===== src/rtl/fetch_pkg.sv =====
// Shared definitions for the instruction fetch unit.
//   PC_W     : program counter / IM address width
//   INSTR_W  : instruction word width
//   IR_RESET : value the instruction register takes on reset
//   fetch_state_e : fetch FSM states
package fetch_pkg;

  localparam int PC_W    = 8;
  localparam int INSTR_W = 16;

  localparam logic [INSTR_W-1:0] IR_RESET = 16'h0000;

  typedef enum logic [1:0] {
    F_IDLE    = 2'd0,  // no request outstanding
    F_REQ     = 2'd1,  // IM_REQ high, waiting for IM_ACK
    F_DISCARD = 2'd2   // request outstanding but its target is stale
  } fetch_state_e;

endpackage


===== src/rtl/fetch_buffer.sv =====
// Single-entry instruction buffer: one tagged word plus a valid flag.
// Ports:
//   clk, rst_n           : clock, asynchronous active-low reset (valid only)
//   wr_en/wr_tag/wr_data : capture a returned word under its address tag
//   rd_tag -> rd_hit, rd_data : lookup for the current PC
//   probe_tag -> probe_hit    : lookup for the upcoming fetch target
module fetch_buffer
  import fetch_pkg::*;
(
  input  logic               clk,
  input  logic               rst_n,
  input  logic               wr_en,
  input  logic [PC_W-1:0]    wr_tag,
  input  logic [INSTR_W-1:0] wr_data,
  input  logic [PC_W-1:0]    rd_tag,
  output logic               rd_hit,
  output logic [INSTR_W-1:0] rd_data,
  input  logic [PC_W-1:0]    probe_tag,
  output logic               probe_hit
);

  logic               buf_valid;
  logic [PC_W-1:0]    buf_tag;
  logic [INSTR_W-1:0] buf_data;

  always_ff @(posedge clk or negedge rst_n) begin
    if (!rst_n) begin
      buf_valid <= 1'b0;
    end else if (wr_en) begin
      buf_valid <= 1'b1;
    end
  end

  // Tag and data are only meaningful while buf_valid is set, so they carry no reset.
  always_ff @(posedge clk) begin
    if (wr_en) begin
      buf_tag  <= wr_tag;
      buf_data <= wr_data;
    end
  end

  assign rd_hit    = buf_valid && (buf_tag == rd_tag);
  assign rd_data   = buf_data;
  assign probe_hit = buf_valid && (buf_tag == probe_tag);

endmodule


===== src/rtl/instr_fetch.sv =====
// Instruction fetch unit: PC, instruction register and the instruction-memory
// request FSM, backed by a one-word tagged buffer (fetch_buffer).
// Ports:
//   Clock, Reset (async, active-low)
//   PC_CLR, PC_IC, IR_LD     : control-unit commands
//   IR, IR_VALID, STALL, PC  : state presented to the control unit
//   IM_REQ, IM_ADDR, IM_ACK, IM_RDATA : instruction-memory read handshake
// Build option: define FETCH_PREFETCH_EN to move the fetch target to PC+1 once
// the word for PC has been consumed, so a following PC_IC hits the buffer.
module instr_fetch
  import fetch_pkg::*;
(
  input  logic               Clock,
  input  logic               Reset,
  input  logic               PC_CLR,
  input  logic               PC_IC,
  input  logic               IR_LD,
  output logic [INSTR_W-1:0] IR,
  output logic               IR_VALID,
  output logic               STALL,
  output logic [PC_W-1:0]    PC,
  output logic               IM_REQ,
  output logic [PC_W-1:0]    IM_ADDR,
  input  logic               IM_ACK,
  input  logic [INSTR_W-1:0] IM_RDATA
);

  localparam logic [PC_W-1:0] PC_ONE = 1;

  fetch_state_e       state;
  logic [PC_W-1:0]    pend_addr;   // PC the stalled IR_LD is waiting for

  logic               rd_hit;
  logic [INSTR_W-1:0] rd_data;
  logic               probe_hit;
  logic               buf_wr;

  logic               pc_chg;
  logic [PC_W-1:0]    pc_nxt;
  logic               ack_live;
  logic               ld_new;
  logic               ld_hit;
  logic               ld_direct;
  logic               ld_miss;
  logic               stall_done;
  logic               stall_nxt;
  logic [PC_W-1:0]    pend_nxt;
  logic               consume;
  logic               pf_nxt;
  logic [PC_W-1:0]    next_tgt;

  // Only a live request writes the buffer; data returned in F_DISCARD is dropped.
  assign buf_wr = (state == F_REQ) && IM_ACK;

  fetch_buffer u_buf (
    .clk       (Clock),
    .rst_n     (Reset),
    .wr_en     (buf_wr),
    .wr_tag    (IM_ADDR),
    .wr_data   (IM_RDATA),
    .rd_tag    (PC),
    .rd_hit    (rd_hit),
    .rd_data   (rd_data),
    .probe_tag (next_tgt),
    .probe_hit (probe_hit)
  );

  assign pc_chg = PC_CLR || PC_IC;
  assign pc_nxt = PC_CLR ? '0 : (PC_IC ? PC + PC_ONE : PC);

  assign ack_live = buf_wr;

  // IR_LD while already stalled is redundant and ignored.
  assign ld_new    = IR_LD && !STALL;
  assign ld_hit    = ld_new && rd_hit;
  // The word for PC is arriving this very cycle: take it instead of stalling.
  assign ld_direct = ld_new && !rd_hit && ack_live && (IM_ADDR == PC);
  assign ld_miss   = ld_new && !rd_hit && !ld_direct;

  // A PC change while stalled cancels the load; otherwise the matching ACK completes it.
  assign stall_done = STALL && !pc_chg && ack_live && (IM_ADDR == pend_addr);
  assign stall_nxt  = ld_miss || (STALL && !pc_chg && !stall_done);
  assign pend_nxt   = ld_miss ? PC : pend_addr;
  assign consume    = ld_hit || ld_direct || stall_done;

`ifdef FETCH_PREFETCH_EN
  logic pf;  // word for PC already consumed: fetch PC+1 next

  always_ff @(posedge Clock or negedge Reset) begin
    if (!Reset) begin
      pf <= 1'b0;
    end else begin
      pf <= pf_nxt;
    end
  end

  assign pf_nxt = pc_chg ? 1'b0 : (consume ? 1'b1 : pf);
`else
  assign pf_nxt = 1'b0;
`endif

  // Target as it will stand after this edge; a pending stall always has priority.
  assign next_tgt = stall_nxt ? pend_nxt : (pf_nxt ? pc_nxt + PC_ONE : pc_nxt);

  always_ff @(posedge Clock or negedge Reset) begin
    if (!Reset) begin
      state     <= F_IDLE;
      IM_REQ    <= 1'b0;
      IM_ADDR   <= '0;
      PC        <= '0;
      IR        <= IR_RESET;
      IR_VALID  <= 1'b0;
      STALL     <= 1'b0;
      pend_addr <= '0;
    end else begin
      PC        <= pc_nxt;
      STALL     <= stall_nxt;
      pend_addr <= pend_nxt;

      if (ld_hit) begin
        IR       <= rd_data;
        IR_VALID <= 1'b1;
      end else if (ld_direct || stall_done) begin
        IR       <= IM_RDATA;
        IR_VALID <= 1'b1;
      end

      case (state)
        F_IDLE: begin
          if (!probe_hit) begin
            state   <= F_REQ;
            IM_REQ  <= 1'b1;
            IM_ADDR <= next_tgt;
          end
        end
        F_REQ: begin
          // IM_ADDR must stay put until the ACK, even if the target moved on.
          if (IM_ACK) begin
            state  <= F_IDLE;
            IM_REQ <= 1'b0;
          end else if (next_tgt != IM_ADDR) begin
            state <= F_DISCARD;
          end
        end
        F_DISCARD: begin
          if (IM_ACK) begin
            state  <= F_IDLE;
            IM_REQ <= 1'b0;
          end
        end
        default: begin
          state  <= F_IDLE;
          IM_REQ <= 1'b0;
        end
      endcase
    end
  end

endmodule

===== config.mk =====
export PLATFORM = sky130hd
export DESIGN_NAME = instr_fetch
export DESIGN_NICKNAME = d
export VERILOG_FILES = /design/src/rtl/fetch_pkg.sv /design/src/rtl/fetch_buffer.sv /design/src/rtl/instr_fetch.sv
export SDC_FILE = /design/constraint.sdc
export NUM_CORES = 1
export LEC_CHECK = 0
export ABC_CLOCK_PERIOD_IN_PS = 4300
export CAP_MARGIN = 20
export CORE_AREA = 4 4 76 114
export CTS_CLUSTER_SIZE = 16
export DETAILED_ROUTE_END_ITERATION = 8
export DIE_AREA = 0 0 80 118
export PLACE_DENSITY = 0.75
export SLEW_MARGIN = 20
export SYNTH_ARGS = -nofsm -noshare
export SYNTH_HDL_FRONTEND = slang
export SYNTH_HIERARCHICAL = 1
export SYNTH_SLANG_ARGS = --single-unit

===== constraint.sdc =====
create_clock -name Clock -period 4.3 [get_ports Clock]
set_clock_uncertainty 0.15 [all_clocks]
set_input_delay 1.075 -clock Clock [delete_from_list [all_inputs] [get_ports Clock]]
set_output_delay 1.075 -clock Clock [all_outputs]
set_load 0.005 [all_outputs]

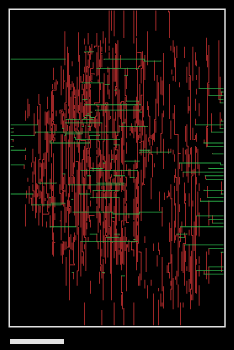
**Above:** run 1 (wiring by layer).
Scale bar: 20 microns. Only two layers are drawn.
met2 -> red  # wire length 4,720 microns
met3 -> green  # wire length 686 microns
DR vias: 3,034
Routed WL: 9.623 mm
overall fraction of global-route tracks in use: 0.2149
routed wire length per instance: 18.12 microns

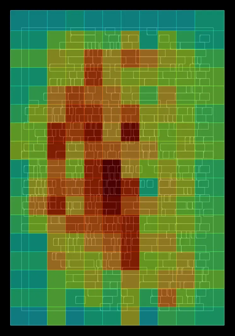
**Above:** run 1 (routing congestion map).
met1 usage: 0.2602
global-route met2 utilization: 0.3506
fin util: 0.6287
busiest grt layer: met2

==> reports/metrics.yaml, run 1 <==
cap_viol_max_count: 0
drv_slew: 0
most-common-layout-cells: "clkdlybuf4s50_1, dfrtp_1, nand2_1"
yosys.area.top_type: "dfrtp_1"
p_leak_uw: 0.002023
synth_cell_types: 58
synth-edff-count: 24
nNetsFinal: 450
ys_cells: 349
min_path_type: "flop to flop"
setup.worst_path.end_class: "flop"
synth_warnings: 6
switching_share: 0.3379
top_power_group: "combinational cells"
final_cells: 531
xor_share: 0.07846
r2r_cells: 15
seq_power_share: 0.370
post_cts_buffers: 0
diodes: 0
cts.clk_slew.worst_paths_ps: 50
ys_sh_aoi: 0.1525
routed_via_density: 5.714
grt_overflow: 0
ant_nets: 0
synthToLayoutAreaGrowth_pct: 29.93
synthAdderAreaFrac: 0.01359
cts_buffers: 9
relSlewSlack: 0.3852
mux_share: 0.05231
syn-num-nets: 375
pre_cts_ws_ps: 2.549
die.size.y_microns: 118
dp.cells: 515
required_ps: 4360
clock_sinks: 70
gp_routability_congestion: 0.9475
status: "finished clean"
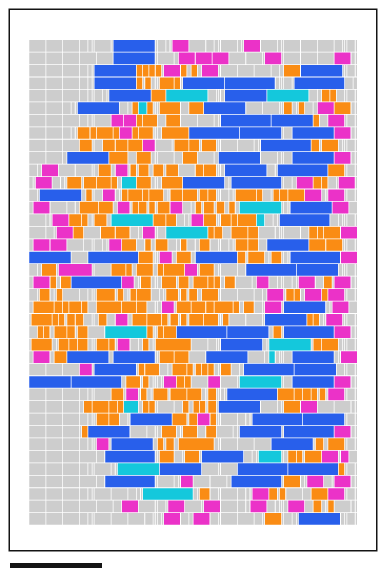
**Above:** run 1 (cells colored by class).
Scale bar: 20 microns. Fill, decap, tap and diode cells in gray.
other buffers and delay cells -> magenta  # cells 82
flip-flops -> blue  # cells 70
clock drivers and dummy loads -> cyan  # cells 16
all other logic -> orange  # cells 261
final instance area: 4786 sq um
register share of the cell area: 0.3911
Rows: 39
core region area: 7612 sq um

run 1: worst min path at each step:
stage,to,depth (start not counted)
floorplan,u_buf/buf_valid,1
global placement,IR_VALID,1
detailed placement,IR_VALID,1
CTS,IR_VALID,1
global route,IR_VALID,1
finish,IR_VALID,1
run 1: final cells by class:
cell class / instances / area share
clock inverter: 6 / 0.01281
clock buffer: 10 / 0.04993
multi-input combinational: 252 / 0.3529
sequential: 70 / 0.3911
inverter: 9 / 0.007059
timing repair buffer: 82 / 0.1595
tap: 102 / 0.02667
run 1: Yosys cell counts (all sizes together), types with 2 or more instances:
| library cell | count |
|---|---|
| ha | 4 |
| nor2b | 6 |
| or2 | 2 |
| or3 | 4 |
| a22oi | 3 |
| nand4 | 9 |
| o31ai | 10 |
| a211oi | 7 |
| nand2b | 3 |
| xnor2 | 25 |
| mux2 | 2 |
| edfxtp | 24 |
| nor3 | 5 |
| nor2 | 35 |
| nand3 | 5 |
| and2 | 2 |
| nor4 | 2 |
| mux2i | 17 |
| nand2 | 42 |
| clkbuf | 7 |
| xor2 | 8 |
| buf | 11 |
| inv | 9 |
| a2111oi | 2 |
| dfrtp | 46 |
| o32ai | 7 |
| a21oi | 20 |
| o21ai | 11 |
| o221ai | 2 |
run 1: flip-flops by register name, indices dropped and copies added (netlist names):
register and cells:
STALL 1, PC 8, IM_ADDR 8, IM_REQ 1, IR 16, u_buf/buf_valid 1
pend_addr 8, IR_VALID 1, state 2, u_buf/buf_tag 8, u_buf/rd_data 16
run 1: worst max-delay path, cell delays in order:
cell	delay, ps
clkdlybuf4s50_1	470
nor2_1	170
and2_1	260
nand4_2	290
a211oi_1	460
nor2_1	90
xnor2_1	210
nand3_1	120
nor3_2	240
nand2_1	70
o21ai_0	160
nor2_1	100
a22oi_1	180
nand3_1	110
==> run 2: changes to the inputs <==
--- a/config.mk
+++ b/config.mk
@@ -5,13 +5,12 @@
 export SDC_FILE = /design/constraint.sdc
 export NUM_CORES = 1
 export LEC_CHECK = 0
-export ABC_CLOCK_PERIOD_IN_PS = 4300
 export CAP_MARGIN = 20
-export CORE_AREA = 4 4 76 114
+export CORE_AREA = 2 2 74 112
 export CTS_CLUSTER_SIZE = 16
 export DETAILED_ROUTE_END_ITERATION = 8
-export DIE_AREA = 0 0 80 118
-export PLACE_DENSITY = 0.75
+export DIE_AREA = 0 0 76 114
+export PLACE_DENSITY_LB_ADDON = 0.05
 export SLEW_MARGIN = 20
 export SYNTH_ARGS = -nofsm -noshare
 export SYNTH_HDL_FRONTEND = slang
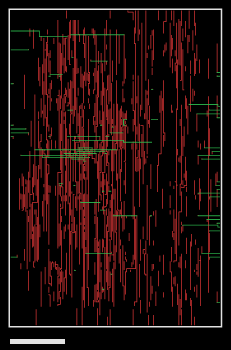
**Above:** run 2 (wiring by layer).
Scale bar: 20 microns. Only two layers are drawn.
met2 -> red  # wire length 5,040 microns
met3 -> green  # wire length 366 microns
DR vias: 2,949
overall fraction of global-route tracks in use: 0.2360
routed wire length per instance: 18.04 microns
Routed WL: 9.707 mm

==> run 2 against run 1 <==
Flip-flop count did not move. Sequential power barely moved. Total power fell by 1.2%. Final cell count rose by 1.3%. Critical path depth did not move. Clock power fell by 7.8%. Maximum frequency fell by 0.34%. Cell area rose by 0.24%. Die size fell by 8.2%. Via count fell by 2.8%. Global-route usage rose by 2.1 points. Synthesized area did not move.
==> reports/metrics.yaml, run 2 <==
ys_cells: 349  # unchanged
dp.cells: 522  # +1.4%
most-common-layout-cells: "clkdlybuf4s50_1, dfrtp_1, nand2_1"
synth_warnings: 6  # unchanged
nonClkBufAreaFrac: 0.1659  # +0.006407
nWellTaps: 105  # +2.9%
path_cells: "clkdlybuf4s50_1, nand4_1, or4_1, a21oi_1, a211oi_1, nor2_1, xnor2_1, nand4_1, nor3_2, nand2_1, o21ai_0, nor2_1, a22oi_1, nand3_1"
setup.worst_path.end_class: "flop"
largest_class: "registers"
ant_nets: 0  # unchanged
clkbuf_count: 9  # -1
required_ps: 4360  # about the same
status: "finished clean"
gp_routability_congestion: 0.8947  # -5.6%
max_stage_delay_ps: 580  # +110 ps
nNonClkBuffers: 86  # +4.9%
relSlewSlack: 0.3582  # -0.02692
diodes: 0  # unchanged
synthAdderAreaFrac: 0.01359  # unchanged
drv_slew: 0  # unchanged
min_path_type: "flop to flop"
p_leak_uw: 0.002022  # about the same
nNonClkInverters: 9  # unchanged
comb_area_share: 0.3521  # -0.0008284
synth_cell_types: 58  # unchanged
ys_sh_aoi: 0.1525  # unchanged
fin_util: 0.6184  # -0.01031
nNetsFinal: 454  # +0.89%
die.size.y_microns: 114  # -3.4%
crit_buf_inv: 1  # unchanged
grt_overflow: 0  # unchanged
synth-edff-count: 24  # unchanged
synthTopCellsByCount: "dfrtp_1, nand2_1, nor2_1, xnor2_1, edfxtp_1"
mux_share: 0.05231  # unchanged
cap_viol_max_count: 0  # unchanged
post_cts_buffers: 0  # unchanged
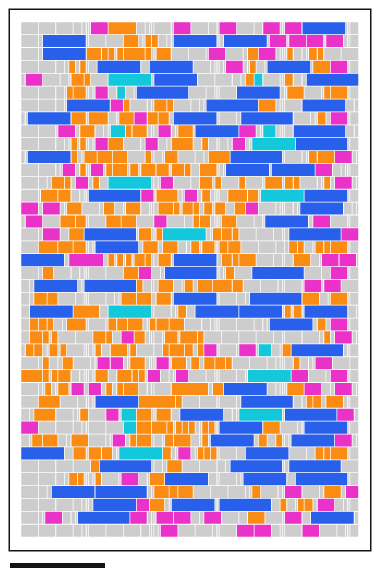
**Above:** run 2 (cells colored by class).
Scale bar: 20 microns. Fill, decap, tap and diode cells in gray.
flip-flops -> blue  # cells 70
clock drivers and dummy loads -> cyan  # cells 16
other buffers and delay cells -> magenta  # cells 86
all other logic -> orange  # cells 261
Rows: 40
final instance area: 4797 sq um
register share of the cell area: 0.3902

## run 2: cell counts after synthesis
Identical to the previous run, type by type.
## run 2: per-stage QoR
stage	total power, uW	setup WS, ps
3_3_place_gp	2199	86.24
3_5_place_dp	2224	30.75
5_1_grt	3072	10.87
4_1_cts	2915	334.8
6_report	2895	339.8
2_1_floorplan	1664	100.5
## run 2: kinds of logic (layout without fill, tap and decap cells)
family                     count (synthesis)  count (layout)
xor gates and xnor gates                  33              33
buffers and inverters                     27             111
AOI/OAI and AO/OA                         76              76
DFF                                       70              70
adders and majority gates                  4               4
and+or+nand+nor                          120             120
muxes                                     19              19
## run 2: power by group through the flow
| stage | registers (uW) | clock network, uW | logic (uW) |
|---|---|---|---|
| floorplan | 1050 | 0 | 618 |
| finish | 1080 | 682 | 1140 |
| CTS | 1080 | 696 | 1140 |
| global route | 1100 | 729 | 1240 |
| global placement | 1080 | 0 | 1120 |
| detailed placement | 1090 | 0 | 1140 |
## run 2: routing by layer
| layer | up-vias | share of wire | GRT usage |
|---|---|---|---|
| met4 | 0 | 0.043 | 0.1588 |
| met2 | 85 | 0.52 | 0.3988 |
| li1 | 1421 | - | - |
| met1 | 1415 | 0.40 | 0.2848 |
| met3 | 28 | 0.038 | 0.02769 |
| met5 | - | 0 | 0 |
## run 2: path summary, 6_finish.rpt
| path | start | endpoint | cells past startpoint |
|---|---|---|---|
| worst max-delay path | PC_IC | state[1] | 14 |
| worst min-delay path | IR_VALID | IR_VALID | 1 |
| worst max register to register | PC[1] | state[1] | 15 |
| worst min register to register | IR_VALID | IR_VALID | 1 |
| max in group asynchronous | Reset | IR[9] | 1 |
| min in group asynchronous | Reset | IR[12] | 1 |
==> run 3: changes to the inputs <==
--- a/config.mk
+++ b/config.mk
@@ -7,6 +7,7 @@
 export LEC_CHECK = 0
 export CAP_MARGIN = 20
 export CORE_AREA = 2 2 74 112
+export CTS_BUF_LIST = sky130_fd_sc_hd__clkbuf_8 sky130_fd_sc_hd__clkbuf_16
 export CTS_CLUSTER_SIZE = 16
 export DETAILED_ROUTE_END_ITERATION = 8
 export DIE_AREA = 0 0 76 114
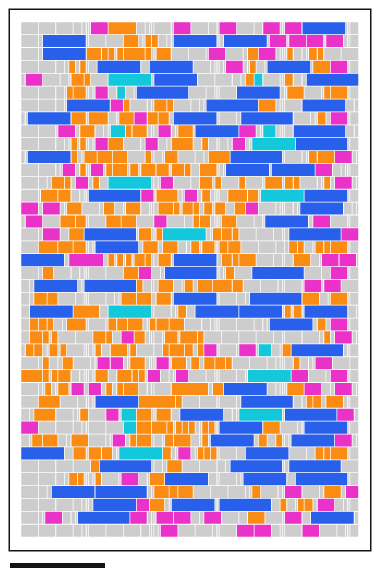
**Above:** run 3 (cells colored by class).
Scale bar: 20 microns. Fill, decap, tap and diode cells in gray.
other buffers and delay cells -> magenta  # cells 86
all other logic -> orange  # cells 261
flip-flops -> blue  # cells 70
clock drivers and dummy loads -> cyan  # cells 16

==> run 3 against run 2 <==
Maximum frequency stayed put. Clock-buffer cell count stayed put. Worst setup slack is the same. Synthesized area is the same. Non-clock buffer count stayed put. Hold slack stayed put. Wire length unchanged. Critical endpoint unchanged. Largest power group unchanged.
==> reports/metrics.yaml, run 3 <==
warning_count: 28
ant_nets: 0  # unchanged
synth.top_cell.area_share: 0.3125
r2r_cells: 15  # unchanged
postLayoutSetupSlackWorst_ps: 339.8  # unchanged
r2r-end: "state[1]"
hp-start: "IR_VALID"
pre_cts_ws_ps: 30.75  # unchanged
nNetsFinal: 454  # unchanged
syn-num-nets: 375
required_ps: 4360  # about the same
totalPowerFinal_uw: 2895  # unchanged
most-common-layout-cells: "clkdlybuf4s50_1, dfrtp_1, nand2_1"
grt_first_pass_wirelength_mm: 15.70
post_cts_buffers: 0  # unchanged
vias: 2949  # unchanged
drt_wl_total_mm: 9.707  # unchanged
relSlewSlack: 0.3582  # unchanged
synth_area_sq_um: 3684
synth_warnings: 6  # unchanged
min_path_type: "flop to flop"
reg2reg_from: "PC[1]"
wl_met3_microns: 365  # unchanged
use_met2: 0.3988  # unchanged
dr.pass1.iters: 4
status: "finished clean"
cp-startpoint: "PC_IC"
synth.area.top_cells: "dfrtp_1, edfxtp_1, xnor2_1, mux2i_1, nand2_1"
ys_cells: 349  # unchanged
met1_length_mm: 3.878  # unchanged
top_layer: "met4"
synth_cell_types: 58  # unchanged
gp_routability_congestion: 0.8947  # unchanged
htree_levels: 3
cts_resized: 0
synthTopCellsByCount: "dfrtp_1, nand2_1, nor2_1, xnor2_1, edfxtp_1"
ys.flop_type: "dfrtp_1"
setup.worst_path.end_class: "flop"
setup_viol: 0
diodes: 0  # unchanged
avgRoutedWirePerCell_microns: 18.04  # unchanged
cap_viol_max_count: 0  # unchanged
drv_slew: 0  # unchanged
p_leak_uw: 0.002022  # unchanged
wl_met2_mm: 5.042  # unchanged
row_count: 40  # unchanged
grt_use_total: 0.2360  # unchanged
core_area_sq_um: 7757
endpoint: "state[1]"
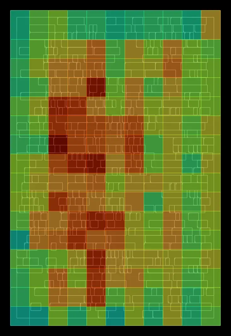
**Above:** run 3 (routing congestion map).
met3 Use GR: 0.02769
met1 usage: 0.2848

[run 3: cell counts after synthesis]
No cell type changed its count.
[run 3: cell type report]
cell class,count,area (sq um)
fill,665,2960
sequential,70,1872
multi-input combinational,252,1689
timing repair buffer,86,795.8
clock buffer,9,225.2
tap,105,131.4
clock inverter,7,50.05
inverter,9,33.78
[run 3: worst min path at each step]
stage	to	slack, ps	cells after the start
after floorplan	u_buf/buf_valid	310	1
after global placement	IR_VALID	300	1
after detailed placement	IR_VALID	300	1
after CTS	IR_VALID	320	1
after global routing	IR_VALID	330	1
final	IR_VALID	320	1
[run 3: critical path, cell delays in order]
cell and delay, ps:
clkdlybuf4s50_1 570, nand4_1 220, or4_1 580, a21oi_1 240
a211oi_1 120, nor2_1 160, xnor2_1 130, nand4_1 110
nor3_2 190, nand2_1 70, o21ai_0 160, nor2_1 110
a22oi_1 170, nand3_1 110
[run 3: stage by stage]
step                instance area [sq um]    util  cells
floorplan                            3685       -    349
global placement                     4519  0.5826    522
detailed placement                   4519  0.5826    522
CTS                                  4795  0.6181    538
global route                         4797  0.6184    538
finish                               4797  0.6184    538
[run 3: kinds of logic (layout without fill, tap and decap cells)]
| kind of cell | after synthesis | count (layout) | share of synthesized area |
|---|---|---|---|
| and+or+nand+nor | 120 | 120 | 0.1613 |
| AOI/OAI and AO/OA | 76 | 76 | 0.1525 |
| muxes | 19 | 19 | 0.05231 |
| xor gates and xnor gates | 33 | 33 | 0.07847 |
| buffers and inverters | 27 | 111 | 0.03363 |
| adders and majority gates | 4 | 4 | 0.01359 |
| DFF | 70 | 70 | 0.5082 |
[run 3: report_power, final]
group	internal (uW)	leakage (uW)	total, uW	switching (uW)
clock network	391	0.000128	682	291
logic	596	0.00108	1140	541
registers	897	0.000815	1080	179
Power figures rest on the tool's default switching activity, not on a simulated workload.
